### Signal wires on met1, run 1

Scale bar: 20 microns. Supply wires on this layer in grey.
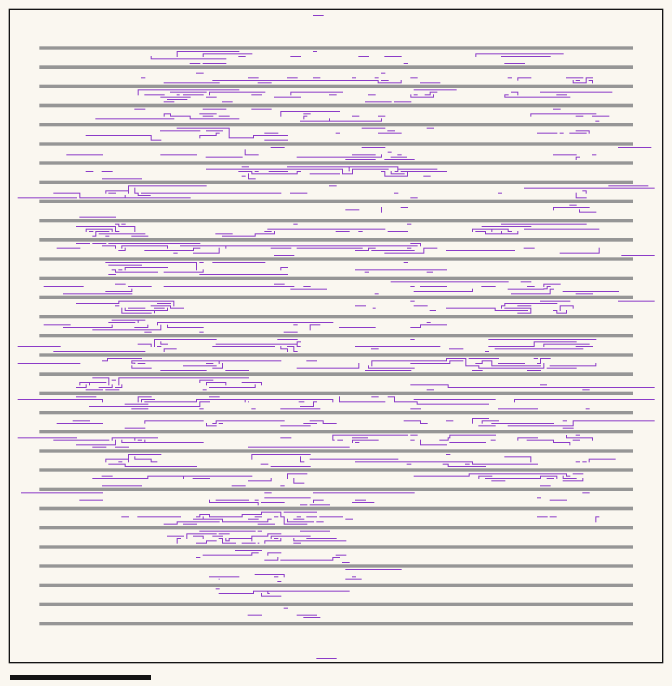
### Signal wires on met2, run 1

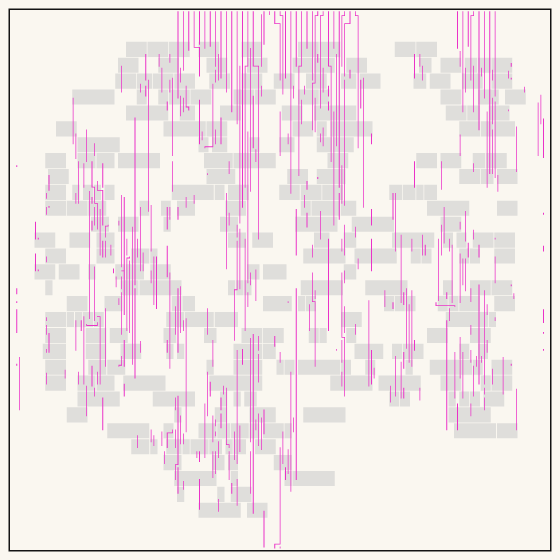
### The metal 3 layer, run 1

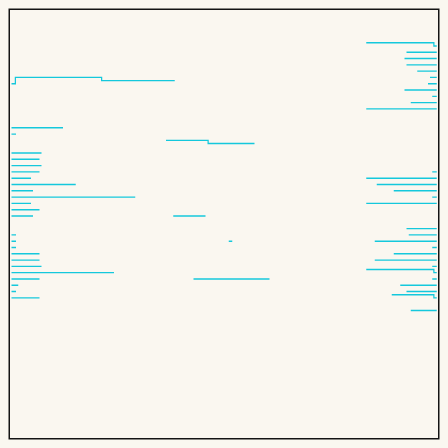
### Placed cells, one colour a class, run 1

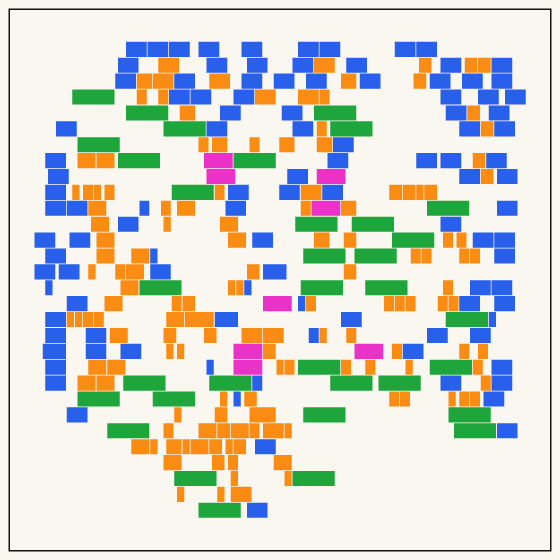
[src/rtl/p2arb_pkg.sv]
// Shared types for the char-memory port 2 arbiter: return tags, round-robin
// pointer encoding and the width of the optional statistics counters.
package p2arb_pkg;

   typedef enum logic [1:0] {
      TAG_NONE = 2'd0,
      TAG_VID  = 2'd1,
      TAG_BUF  = 2'd2,
      TAG_AUX  = 2'd3
   } tag_t;

   // Round-robin pointer names the side requester that wins a BUF/AUX tie
   localparam logic RR_BUF = 1'b0;
   localparam logic RR_AUX = 1'b1;

   localparam int STAT_W = 16;

endpackage

[src/rtl/p2arb_tag_pipe.sv]
// Carries each access's owner tag alongside the memory read latency and
// decodes it into per-requester return valids.
module p2arb_tag_pipe
   import p2arb_pkg::*;
#(
   parameter int RD_LAT = 1
) (
   input  logic       clk,
   input  logic       rst,
   input  logic [1:0] tag_in,
   output logic       vid_rvalid,
   output logic       buf_rvalid,
   output logic       aux_rvalid
);

   localparam int STAGES = RD_LAT + 1;

   // Stage 1 lines up with the issued address, stage STAGES with mem_rdata
   logic [STAGES:1][1:0] tag_pipe;

   always_ff @(posedge clk) begin
      if (rst) tag_pipe <= '0;
      else     tag_pipe <= {tag_pipe[STAGES-1:1], tag_in};
   end

   assign vid_rvalid = (tag_pipe[STAGES] == TAG_VID);
   assign buf_rvalid = (tag_pipe[STAGES] == TAG_BUF);
   assign aux_rvalid = (tag_pipe[STAGES] == TAG_AUX);

endmodule

[src/rtl/char_mem_p2_arbiter.sv]
// Char-memory port 2 arbiter: VID strict priority, BUF/AUX round-robin with a
// starvation guard. Define P2ARB_STATS_EN to add saturating grant/miss counters.
module char_mem_p2_arbiter
   import p2arb_pkg::*;
#(
   parameter int ADDR_W     = 13,
   parameter int DATA_W     = 8,
   parameter int RD_LAT     = 1,
   parameter int STARVE_LIM = 64
) (
   input  logic              clk,
   input  logic              rst,
   input  logic              vid_req,
   input  logic [ADDR_W-1:0] vid_addr,
   output logic              vid_gnt,
   output logic              vid_rvalid,
   output logic              vid_miss,
   input  logic              buf_req,
   input  logic [ADDR_W-1:0] buf_addr,
   output logic              buf_gnt,
   output logic              buf_rvalid,
   input  logic              aux_req,
   input  logic              aux_we,
   input  logic [ADDR_W-1:0] aux_addr,
   input  logic [DATA_W-1:0] aux_wdata,
   output logic              aux_gnt,
   output logic              aux_rvalid,
   output logic [DATA_W-1:0] rd_data,
   output logic [ADDR_W-1:0] mem_addr,
   output logic              mem_we,
   output logic [DATA_W-1:0] mem_wdata,
   input  logic [DATA_W-1:0] mem_rdata
`ifdef P2ARB_STATS_EN
   ,
   output logic [STAT_W-1:0] stat_vid_miss,
   output logic [STAT_W-1:0] stat_buf_gnt,
   output logic [STAT_W-1:0] stat_aux_gnt
`endif
);

   localparam int                CNT_W      = $clog2(STARVE_LIM + 1);
   localparam logic [CNT_W-1:0]  STARVE_MAX = CNT_W'(STARVE_LIM);

   logic [CNT_W-1:0] starve_cnt;
   logic             rr_ptr;
   logic             side_req, starve, pick_buf;
   logic             vid_win, buf_win, aux_win;
   logic [1:0]       tag_in;

   // Grants are suppressed during reset so nothing is issued into a clearing pipe
   always_comb begin
      side_req = buf_req | aux_req;
      starve   = side_req & (starve_cnt >= STARVE_MAX);
      pick_buf = buf_req & (~aux_req | (rr_ptr == RR_BUF));
      vid_win  = ~rst & vid_req & ~starve;
      buf_win  = ~rst & ~vid_win & pick_buf;
      aux_win  = ~rst & ~vid_win & aux_req & ~pick_buf;
      tag_in   = TAG_NONE;
      if (vid_win)                tag_in = TAG_VID;
      else if (buf_win)           tag_in = TAG_BUF;
      else if (aux_win & ~aux_we) tag_in = TAG_AUX;
   end

   assign vid_gnt  = vid_win;
   assign buf_gnt  = buf_win;
   assign aux_gnt  = aux_win;
   assign vid_miss = ~rst & vid_req & starve;

   always_ff @(posedge clk) begin
      if (rst) begin
         mem_addr   <= '0;
         mem_we     <= 1'b0;
         mem_wdata  <= '0;
         rr_ptr     <= RR_BUF;
         starve_cnt <= '0;
      end else begin
         mem_we <= aux_win & aux_we;
         if (vid_win)      mem_addr <= vid_addr;
         else if (buf_win) mem_addr <= buf_addr;
         else if (aux_win) mem_addr <= aux_addr;
         if (aux_win & aux_we) mem_wdata <= aux_wdata;
         if (buf_win)      rr_ptr <= RR_AUX;
         else if (aux_win) rr_ptr <= RR_BUF;
         if (buf_win | aux_win)
            starve_cnt <= '0;
         else if (side_req && starve_cnt != '1)
            starve_cnt <= starve_cnt + 1'b1;
      end
   end

   p2arb_tag_pipe #(.RD_LAT(RD_LAT)) u_tag_pipe (
      .clk        (clk),
      .rst        (rst),
      .tag_in     (tag_in),
      .vid_rvalid (vid_rvalid),
      .buf_rvalid (buf_rvalid),
      .aux_rvalid (aux_rvalid)
   );

   // Return bus idles at zero so it reads clean after reset
   assign rd_data = (vid_rvalid | buf_rvalid | aux_rvalid) ? mem_rdata : '0;

`ifdef P2ARB_STATS_EN
   always_ff @(posedge clk) begin
      if (rst) begin
         stat_vid_miss <= '0;
         stat_buf_gnt  <= '0;
         stat_aux_gnt  <= '0;
      end else begin
         if (vid_miss && stat_vid_miss != '1) stat_vid_miss <= stat_vid_miss + 1'b1;
         if (buf_win  && stat_buf_gnt  != '1) stat_buf_gnt  <= stat_buf_gnt + 1'b1;
         if (aux_win  && stat_aux_gnt  != '1) stat_aux_gnt  <= stat_aux_gnt + 1'b1;
      end
   end
`endif

endmodule

[config.mk]
export PLATFORM = sky130hd
export DESIGN_NAME = char_mem_p2_arbiter
export DESIGN_NICKNAME = d
export VERILOG_FILES = /design/src/rtl/p2arb_pkg.sv /design/src/rtl/p2arb_tag_pipe.sv /design/src/rtl/char_mem_p2_arbiter.sv
export SDC_FILE = /design/constraint.sdc
export NUM_CORES = 1
export LEC_CHECK = 0
export CORE_MARGIN = 4
export CORE_UTILIZATION = 23
export DETAILED_ROUTE_END_ITERATION = 8
export GPL_TIMING_DRIVEN = 0
export PLACE_DENSITY_LB_ADDON = 0.05
export SLEW_MARGIN = 20
export SYNTH_ARGS = -nofsm -noshare
export SYNTH_HDL_FRONTEND = slang
export SYNTH_SLANG_ARGS = --single-unit
[constraint.sdc]
create_clock -name clk -period 5.8 [get_ports clk]
set_input_delay 1.74 -clock clk [delete_from_list [all_inputs] [get_ports clk]]
set_output_delay 1.74 -clock clk [all_outputs]
set_load 0.01 [all_outputs]
==> flow_summary.json, run 1 <==
{
  "rows": 30,
  "htree_levels": 2,
  "synth_top_cell_by_area": "dfxtp_1",
  "drive_gt1_share_pct": 6.57,
  "drc": 0,
  "power.net_switching_mw": 0.133,
  "grt_max_degree": 11,
  "pwr-share-clk_pct": 35.4,
  "synth.most_common_cell": "dfxtp_1",
  "avgSynthCellArea_sq_um": 8.77,
  "status": "complete, no violations",
  "cts.path.max_buffers": 2,
  "top_area_share_pct": 41.5,
  "fin_crit_sh_pct": 96.7,
  "period_minus_slack_ns": 5.61,
  "ys_sh_xor_pct": 2.14,
  "logic_gate_count": 136,
  "grt_pass1_vias": 1643,
  "syn_inst": 187,
  "topCellsByArea": "dfxtp_1 42%, mux2i_1 5.5%, nor2b_1 5.0%",
  "logic_area_sq_um": 871,
  "edf_count": 0,
  "maxSlewViolCount": 0,
  "intPower_mw": 0.438,
  "post_dp_cell_area_sq_um": 2700,
  "grt_overflow_total": 0,
  "via_per_inst": 4.41,
  "n_clock_buffer": 8,
  "worstPathArrival_ns": 3.87,
  "vdd_ir_drop_max_v": 0.0000730,
  "antenna_found_initial": 0,
  "clock_latency_ns": 0.28,
  "syn-cell-area_sq_um": 1640,
  "wl_per_cell_microns": 13.8,
  "coreArea_sq_um": 6870,
  "root_buffer": "clkbuf_8",
  "rsz0062_at_grt": "false",
  "r2r-end": "mem_wdata[5]",
  "power.group.top": "sequential cells",
  "critPathMaxStageDelay_ns": 0.58,
  "min_from": "u_tag_pipe.tag_pipe[0]",
  "simple_gate_area_share_pct": 21.4,
  "diodes": 0,
  "seqCellArea_sq_um": 681,
  "drtAntennaViolNets": 0,
  "yosysCellCount": 187,
  "via_count": 1697,
  "finalInstanceArea_sq_um": 2810,
  "fp_util_pct": 23.9,
  "holdPathEnd": "u_tag_pipe.tag_pipe[2]",
  "top_cells_by_count": "34 x dfxtp_1, 16 x a21oi_1, 13 x nor2b_1, 11 x nand2_1, 11 x nor2_1",
  "dp_cells": 377,
  "worst-path-max-fanout": 10,
  "fin_nets": 350,
  "path_buffers": 4,
  "cts_setup_buffers": 0,
  "crit_path_end_kind": "output pin",
  "synth_chip_area_sq_um": 1640,
  "numCtsBuffers": 5,
  "warnings": 26,
  "p_leak_nw": 1.03,
  "worstMarginPinSlew_ns": 0.530,
  "critPathKind": "in2out",
  "finalClockSkew_ns": 0.00413,
  "total_power_mw": 0.572,
  "ys.warnings.count": 0,
  "path_cells": "clkdlybuf4s50_1, or2_1, clkbuf_1, a21oi_2, buf_2, clkdlybuf4s50_1",
  "crit_family": "buffers and inverters",
  "die-area_sq_um": 8540,
  "ys_sh_mux_pct": 5.50,
  "ys.flop_type": "dfxtp_1",
  "hold_class": "reg2reg"
}
-- 'Signal wires on met1' (at the start) --
wire length on this layer: 2400 microns
main direction: horizontal

-- 'Signal wires on met2' (at the start) --
wire length on this layer: 2400 microns
longest straight run: 33.5 microns
share of all routed wire: 45%
main direction: vertical

-- 'The metal 3 layer' (at the start) --
longest straight run: 26.4 microns
main direction: horizontal
wire length on this layer: 449 microns
nets with wire on the layer: 56

-- 'Placed cells, one colour a class' (at the start) --
| class | colour | cells |
|---|---|---|
| clock drivers and dummy loads | magenta | 8 |
| sequential cells | green | 34 |
| combinational and other logic | orange | 140 |
| remaining buffers and delay cells | blue | 107 |

## run 1: how the worst max path moves through the flow
stage	start	slack (ns)	end	cells past startpoint
4_1_cts	aux_req	0.01	vid_gnt	6
6_report	aux_req	0.19	vid_gnt	6
5_1_grt	buf_req	0.05	vid_gnt	6
3_5_place_dp	aux_req	0.03	vid_gnt	6
3_3_place_gp	aux_req	-0.005	vid_gnt	6
2_1_floorplan	vid_req	1.29	aux_gnt	5
## run 1: placed cells by master (no fill, tap or decap), types with 6 or more instances in the layout
cell type / netlist / final
a211o_1: 6 / 6
a21oi_1: 16 / 15
a22o_1: 6 / 6
a22oi_1: 7 / 7
clkbuf_1: 6 / 6
clkbuf_8: 0 / 8
clkdlybuf4s50_1: 0 / 94
dfxtp_1: 34 / 34
mux2i_1: 9 / 9
nand2_1: 11 / 11
nand3_1: 8 / 8
nor2_1: 11 / 11
nor2b_1: 13 / 13
nor4b_1: 6 / 6
o21ai_0: 9 / 9
o21ai_1: 10 / 10
## run 1: per-layer routing
metal / vias to the layer above / track usage [%] / share of wire, %
met3: 5 / 4.39 / 8.4
met1: 756 / 15.7 / 45
met4: 0 / 3.71 / 1.1
li1: 876 / - / -
met2: 60 / 19.2 / 45
met5: - / 0 / 0
## run 1: flip-flops by register name (all words and copies together) (netlist names)
name,count
starve_cnt,7
mem_we,1
mem_wdata,8
u_tag_pipe.tag_pipe,4
mem_addr,13
rr_ptr,1
## run 1: through the flow
stage,util (%),hold WS (ns),TNS (ns)
floorplan,-,0.414,0
finish,41.0,0.440,0
global placement,39.3,0.436,-0.00548
CTS,40.9,0.445,0
detailed placement,39.3,0.429,0
global route,41.0,0.463,0
## run 1: cell families after synthesis
family	Yosys count
flops	34
simple gates	62
compound gates	60
buf+inv	17
mux	9
xor+xnor	4
fa+ha+maj	1
### Congestion heat map, run 1

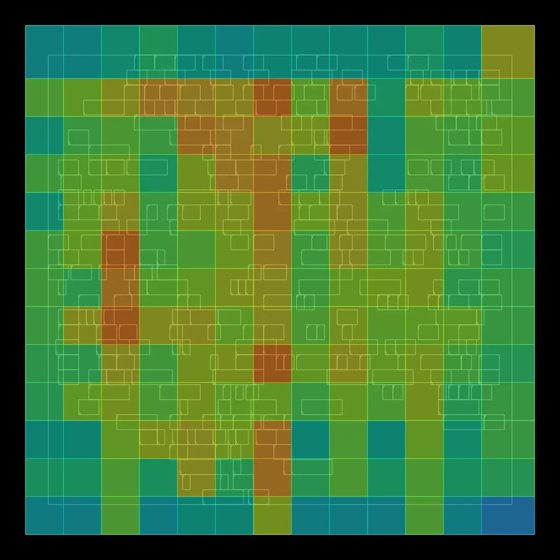

==> inputs of run 2 (changes only) <==
Settings changed: CORE_ASPECT_RATIO from default to 1.25.
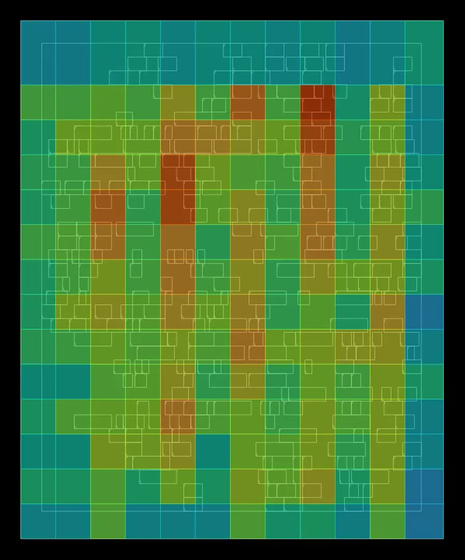
*Congestion heat map, run 2*
met1 usage: 14.5%
Post-Route Utilization: 40.5%
grt met2 use: 22.3%
GRT busiest layer: met2
drt wl/cell: 14.6 microns

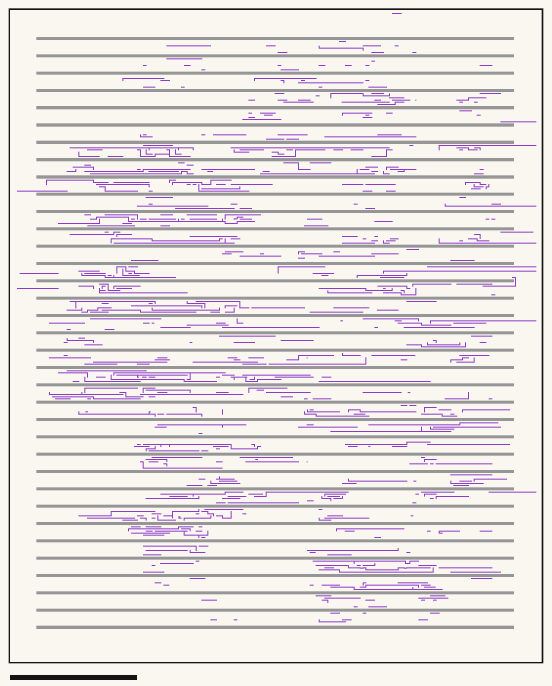
*Signal wires on met1, run 2*
Scale bar: 20 microns. Supply wires on this layer in grey.
main direction: horizontal
wire length on this layer: 2310 microns
longest straight run: 24.8 microns
share of all routed wire: 42%
nets with wire on the layer: 302

==> flow_summary.json, run 2 <==
{
  "status": "complete, no violations",
  "first_pass_iters": 4,
  "met1_length_microns": 2310,
  "synth_chip_area_sq_um": 1640,
  "topCellsByArea": "dfxtp_1 42%, mux2i_1 5.5%, nor2b_1 5.0%",
  "top_cells_by_count": "34 x dfxtp_1, 16 x a21oi_1, 13 x nor2b_1, 11 x nand2_1, 11 x nor2_1",
  "fp_util_pct": 23.6,
  "htree_levels": 2,
  "cts.path.max_buffers": 2,
  "wl_met2_microns": 2790,
  "cts_tree": "done",
  "grt_max_degree": 13,
  "crit_path_end_kind": "output pin",
  "comb_power_share_pct": 20.3,
  "antenna_found_initial": 0,
  "worst-path-max-fanout": 10,
  "yosysCellCount": 187,
  "critPathKind": "in2out",
  "clock_latency_ns": 0.29,
  "syn_inst": 187,
  "via_count": 1721,
  "coreArea_sq_um": 6930,
  "fin_crit_sh_pct": 97.7,
  "r2r-end": "mem_wdata[5]",
  "worstMarginPinSlew_ns": 0.577,
  "ys.flop_type": "dfxtp_1",
  "finalClockSkew_ns": 0.00688,
  "via_per_inst": 4.54,
  "diodes": 0,
  "total_power_mw": 0.589,
  "power.net_switching_mw": 0.143,
  "min_from": "u_tag_pipe.tag_pipe[0]",
  "intPower_mw": 0.446,
  "cts_setup_buffers": 0,
  "maxSlewViolCount": 0,
  "gr-usage-met3_pct": 4.11,
  "vdd_ir_drop_max_v": 0.000111,
  "p_leak_nw": 1.02,
  "syn-cell-area_sq_um": 1640,
  "regMostFlops": "mem_addr",
  "largest_reg_flops": 13,
  "avgSynthCellArea_sq_um": 8.77,
  "crit_start": "aux_req",
  "synth_top_cell_by_area": "dfxtp_1",
  "cts.clk_slew.worst_paths_ns": 0.08,
  "most-common-layout-cells": "94 x clkdlybuf4s50_1, 34 x dfxtp_1, 15 x a21oi_1",
  "fin_nets": 350,
  "grt_pass1_vias": 1680,
  "power.group.top": "sequential cells",
  "top_area_share_pct": 41.5,
  "ys.warnings.count": 0,
  "numCtsBuffers": 5,
  "synth.most_common_cell": "dfxtp_1",
  "grtUsageTotal_pct": 12.6,
  "rows": 34,
  "timing.hold.ws_ns": 0.440,
  "rsz0062_at_grt": "false",
  "warnings": 26,
  "setup_tns_ns": 0,
  "hold_class": "reg2reg",
  "drtAntennaViolNets": 0,
  "die-area_sq_um": 8550,
  "top_layer": "met4",
  "drc": 0,
  "edf_count": 0,
  "worstPathArrival_ns": 3.92,
  "holdPathEnd": "u_tag_pipe.tag_pipe[2]",
  "drive_gt1_share_pct": 6.57,
  "layout_top_cell": "clkdlybuf4s50_1",
  "period_minus_slack_ns": 5.66,
  "crit_path_start_kind": "input port",
  "pwr-share-clk_pct": 37.1,
  "grt_overflow_total": 0,
  "route.met3.wl_microns": 374,
  "reg_top3": "mem_addr: 13 flops, mem_wdata: 8 flops, starve_cnt: 7 flops",
  "root_buffer": "clkbuf_8"
}
[run 2: netlist changes by cell type in the layout (fill, tap and decap cells not counted), sizes merged]
cell	change
bufinv	+1
clkbuf	-3
clkinvlp	+2
[run 2: logic make-up (layout without fill, tap and decap cells)]
group	Yosys count	in the layout	synth area share, %
AND-OR/OR-AND	60	60	23.1
AND/OR/NAND/NOR	62	62	21.4
buffers and inverters	17	119	5.57
flip-flops	34	34	41.5
multiplexers	9	9	5.50
adder cells (fa/ha/maj)	1	1	0.763
XOR/XNOR	4	4	2.14
[run 2: worst max path at each step]
stage          endpoint  slack (ns)  cells after the start
4_1_cts         vid_gnt        0.11                      6
3_5_place_dp    vid_gnt       -0.07                      6
2_1_floorplan   aux_gnt        1.29                      5
3_3_place_gp    vid_gnt       -0.04                      6
5_1_grt         vid_gnt       0.007                      6
6_report        vid_gnt        0.14                      6
[run 2: worst max-delay path, cell delays in order]
cell and delay, ns:
clkdlybuf4s50_1 0.48, or2_1 0.25, clkbuf_1 0.20, a21oi_2 0.35
buf_2 0.32, clkdlybuf4s50_1 0.58
[run 2: repair_timing]
| action | CTS | global route |
|---|---|---|
| setup endpoints to repair | 1 | 0 |
| resized | 1 | 0 |
| hold buffers | 0 | 0 |
[run 2: metrics by stage]
stage                     cell area [sq um]  setup slack (ns)  std cells
final                                  2810             0.136        379
after global routing                   2810           0.00689        379
after CTS                              2810             0.110        379
after detailed placement               2690           -0.0651        371
after global placement                 2690           -0.0421        371
after floorplan                        1640              1.29        187
[run 2: layout make-up]
type | count | area, sq um
multi-input combinational | 136 | 871
sequential | 34 | 681
fill | 717 | 4120
clock buffer | 5 | 68.8
clock inverter | 3 | 45.0
buffer | 13 | 75.1
timing repair buffer | 94 | 941
tap | 90 | 113
inverter | 4 | 16.3
==> inputs of run 3 (changes only) <==
Settings changed: CTS_CLUSTER_DIAMETER from default to 40.
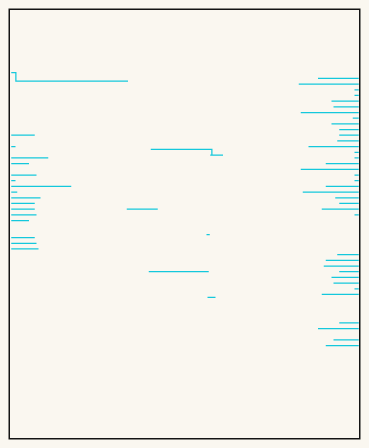
*The metal 3 layer, run 3*
longest straight run: 26.7 microns
nets with wire on the layer: 55

==> flow_summary.json, run 3 <==
{
  "status": "complete, no violations",
  "fin_crit_sh_pct": 97.7,
  "grt_pass1_vias": 1680,
  "via_per_inst": 4.54,
  "p_leak_nw": 1.02,
  "crit_path_start_kind": "input port",
  "largest_reg_flops": 13,
  "total_power_mw": 0.589,
  "simple_gate_area_share_pct": 21.4,
  "grt_max_degree": 13,
  "htree_levels": 2,
  "crit_start": "aux_req",
  "first_pass_iters": 4,
  "coreArea_sq_um": 6930,
  "reg_top3": "mem_addr: 13 flops, mem_wdata: 8 flops, starve_cnt: 7 flops",
  "finalClockSkew_ns": 0.00688,
  "layout_top_cell": "clkdlybuf4s50_1",
  "die-area_sq_um": 8550,
  "synthTopLogicFamily": "AND-OR/OR-AND gates",
  "hold_class": "reg2reg",
  "avgSynthCellArea_sq_um": 8.77,
  "fp_util_pct": 23.6,
  "maxSlewViolCount": 0,
  "cts.clk_slew.worst_paths_ns": 0.08,
  "worstPathArrival_ns": 3.92,
  "timing.hold.ws_ns": 0.440,
  "fin_nets": 350,
  "drtAntennaViolNets": 0,
  "ys_sh_adder_pct": 0.763,
  "critPathKind": "in2out",
  "via_count": 1721,
  "root_buffer": "clkbuf_8",
  "cts.path.max_buffers": 2,
  "regMostFlops": "mem_addr",
  "edf_count": 0,
  "worstMarginPinSlew_ns": 0.577
}
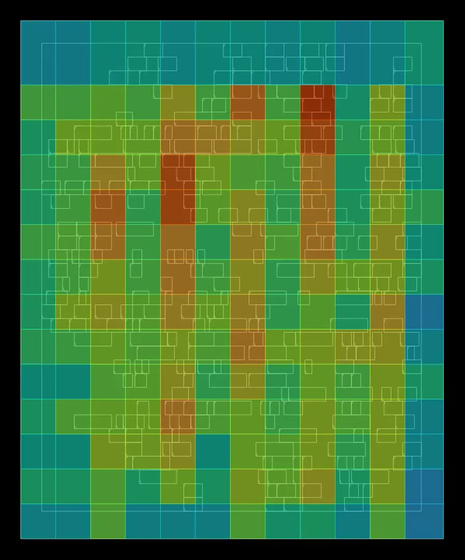
*Congestion heat map, run 3*
total track usage: 12.6%
GRT met3 Usage: 4.11%

[run 3: cell counts after synthesis]
No cell type changed its count.
[run 3: metal layers]
metal | routed length [microns] | global-route usage (%)
met1 | 2310 | 14.5
met2 | 2790 | 22.3
met3 | 374 | 4.11
met4 | 45 | 4.08
met5 | 0 | 0
[run 3: timing repair]
action                     4_1_cts  5_1_grt
setup endpoints to repair        1        0
setup buffers                    0        0
hold buffers                     0        0
hold endpoints to repair         0        0
resized                          1        0
[run 3: area by class of cell]
type / count / area (sq um) / share of cell area (%)
Timing Repair Buffer: 94 / 941 / 33.5
Multi-Input combinational cell: 136 / 871 / 31.0
Sequential cell: 34 / 681 / 24.2
Tap cell: 90 / 113 / 4.01
Buffer: 13 / 75.1 / 2.67
Clock buffer: 5 / 68.8 / 2.45
Clock inverter: 3 / 45.0 / 1.60
Inverter: 4 / 16.3 / 0.579
[run 3: path summary, 6_finish.rpt]
path / to / slack, ns / cells past startpoint
min: u_tag_pipe.tag_pipe[2] / 0.44 / 1
min reg2reg: u_tag_pipe.tag_pipe[2] / 0.44 / 1
max: vid_gnt / 0.14 / 6
max reg2reg: mem_wdata[5] / 3.99 / 7
[run 3: cells by family after synthesis]
kind of cell	count (synthesis)
compound gates	60
xor+xnor	4
fa+ha+maj	1
buf+inv	17
flops	34
mux	9
simple gates	62
[run 3: critical path, stage by stage]
cell and delay (ns):
clkdlybuf4s50_1 0.48, or2_1 0.25, clkbuf_1 0.20, a21oi_2 0.35, buf_2 0.32, clkdlybuf4s50_1 0.58
[run 3: stage by stage]
step	setup TNS, ns	util (%)	cells	setup WS, ns
floorplan	0	-	187	1.29
global placement	-0.0421	38.8	371	-0.0421
detailed placement	-0.0651	38.8	371	-0.0651
CTS	0	40.5	379	0.110
global route	0	40.5	379	0.00689
finish	0	40.5	379	0.136
Power and IR drop assume default switching activity.
